==> config.mk <==
export PLATFORM = sky130hd
export DESIGN_NAME = ctrl_mc
export DESIGN_NICKNAME = d
export VERILOG_FILES = /design/src/rtl/ctrl_mc.sv
export SDC_FILE = /design/constraint.sdc
export NUM_CORES = 1
export LEC_CHECK = 0
export CAP_MARGIN = 20
export CORE_MARGIN = 3
export CORE_UTILIZATION = 44
export DETAILED_ROUTE_END_ITERATION = 8
export PLACE_DENSITY = 0.86
export REMOVE_ABC_BUFFERS = 1
export SLEW_MARGIN = 25
export SYNTH_ARGS = -nofsm -noshare
export SYNTH_HDL_FRONTEND = slang
export SYNTH_SLANG_ARGS = --single-unit
==> constraint.sdc <==
create_clock -name Clk -period 2 [get_ports Clk]
set_input_delay 0.6 -clock Clk [delete_from_list [all_inputs] [get_ports Clk]]
set_output_delay 0.6 -clock Clk [all_outputs]
set_load 0.1 [all_outputs]
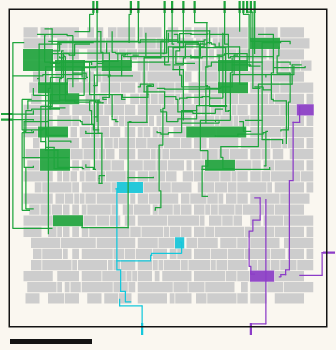
Figure 1: nets reached from selected ports.
The bar under the picture is 20 microns long.
Mem_Ack -> cyan  # bits 1, direction input, end cells 2, buffers 1, wire 64.3 microns
Acc_Src -> purple  # bits 2, direction output, end cells 2, buffers 2, wire 117 microns
Retired -> green  # bits 16, direction output, end cells 16, buffers 32, wire 1820 microns
input/output buffers: 59
Ports: 61

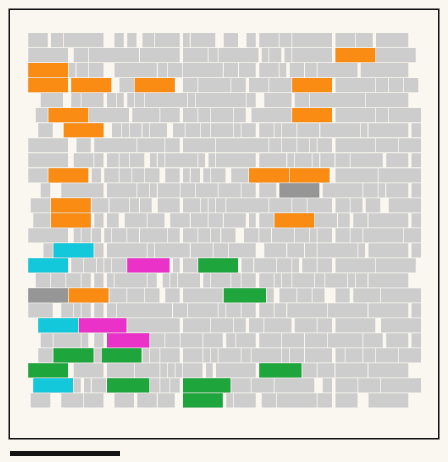
Figure 2: sequential cells grouped by signal name.
The bar under the picture is 20 microns long. Other sequential cells in the stronger gray, the rest of the logic in the fainter gray.
Retired -> orange  # flops 16
to_cnt -> cyan  # flops 4
ir -> green  # flops 9
state -> magenta  # flops 3
Flop+latch power: 732 uW
final core utilization: 0.9432
Storage cell area: 694.4 sq um
sequential portion of the cell area: 0.1518

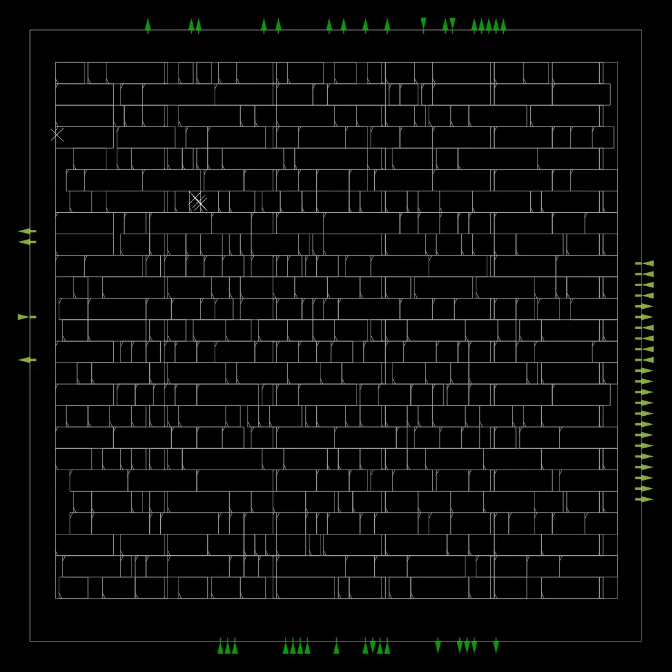
Figure 3: cell outlines without signal wires.
Core ar.: 4848 sq um
flop count: 34
tap cells: 67
row count: 25

==> changes_impl.md <==
### Implementation results

- Drt wl/cell: 30.10 microns
- Final worst setup slack: -605.6 ps
- Critical path arrival: ~2000 ps
- Routability cong.: 0.9481
- Internal Power: 1.386 mW
- Number of enable flip-flop cells: 0
- Max reg flops: 16
- Flop-to-flop setup slack: -270 ps
- Top cell excl fill/tap: buf_4
- Sw Share: 0.3992
- YS chip area: 2252 sq um
- Comb power: about 1.1 mW
- MaxCap Viol Count: 0
- Post-synth seq share: 0.3022
- Post-Syn Area: 2252 sq um
- Vias in the first global route: around 3.3k
- Worst Path Max Fanout: 3
- Comb area leader: simple AND/OR/NAND/NOR gates
- Top cells by area: dfxtp_1, nand2_1, a21oi_1, nor2_1, a31oi_1
- CP cell instances: buf_8 > nand2b_4 > a311oi_4 > nand2_2 > buf_6 > o22ai_4 > buf_12
- Remaining antenna violation count after routing: 0
- Floorplan utilization: 0.4645
- Reg clk slew, reported paths: 70 ps
- First-pass GRT wire length: 17.62 mm
- Fmax: 383.8 MHz
- Ao+oa area frac: 0.2578
- Die span in x: 77.55 microns
- Grt total ovfl: 0
- Pwr/cell area: 504.4 nW/um^2
- Largest net degree at the start of global routing: 18
- Area share, top type: 0.3022
- Yosys warns: 0
- Final setup viols: 38
- Unique cell types: approximately 70
- Status: finished, violations left
- Unrepaired setup endpoints after global routing: true
- Clock sinks: 34
- Failing checks: design-rule violations, negative setup slack
- Leakage: about 1.8 nW
- # DRC: 4
- CTS Buf Count: 5
- TritonCTS clock tree: yes
- Synth-to-layout area growth: 103.1%
- Via count: 3664
- Clk_lat worst skew: 310 ps
[through the flow]
step             util  TNS [ps]  setup slack (ps)  area [sq um]  cells
2_1_floorplan       -    -33090             -2718          2152    276
3_3_place_gp   0.7600     -5116            -559.3          3685    464
3_5_place_dp   0.7600     -7398            -645.1          3685    464
4_1_cts        0.8382     -6585            -430.3          4064    481
5_1_grt        0.9432    -10080            -637.4          4573    494
6_report       0.9432     -9536            -605.6          4573    494
[routing by layer]
metal	part of all wire	up-vias	global-route usage	wire, microns
li1	-	1361	-	-
met5	0	-	0	0
met1	0.31	1631	0.3964	4638
met2	0.43	472	0.6442	6352
met4	0.11	0	0.2669	1589
met3	0.15	200	0.09861	2286
[logic make-up after synthesis]
group	count (synthesis)
xor+xnor	1
mux	4
simple gates	145
buf+inv	24
fa+ha+maj	3
compound gates	83
other cells	1
flops	34
[synthesized netlist by cell type, types with 2 or more instances]
master    instances
buf_1             2
a211oi_1          2
a221o_1           2
nor2b_1           5
inv_1             5
nand3_1          14
dfxtp_1          34
and4_1            2
nand4_1           5
and2_1            5
nor4b_1           2
nor2_1           32
a41oi_1           2
mux2i_1           3
o21ai_0           9
nor4_1            4
nor3_1            6
a211o_1           2
buf_6             2
buf_4             2
nand2_1          38
clkbuf_1          8
nor2_2            3
or3_1             3
ha_1              3
o31ai_1           3
o311ai_1          3
o21a_1            4
and3_1            5
buf_2             5
a31oi_1          12
a21oi_1          24
o41ai_1           2
nand2b_1          6
[worst max-delay path, delay by kind of cell, from the launching register on]
family          cells  cell delay, ps
flops               1             370
compound gates      2             520
simple gates        2             330
buf+inv             3             480
[cell type report]
class,instances,share of cell area
Tap cell,67,0.01833
Clock buffer,6,0.01806
Multi-Input combinational cell,237,0.4315
Sequential cell,34,0.1518
Inverter,5,0.004104
Timing Repair Buffer,145,0.3762
No activity file was given, so power comes from the tool's default toggle rates.
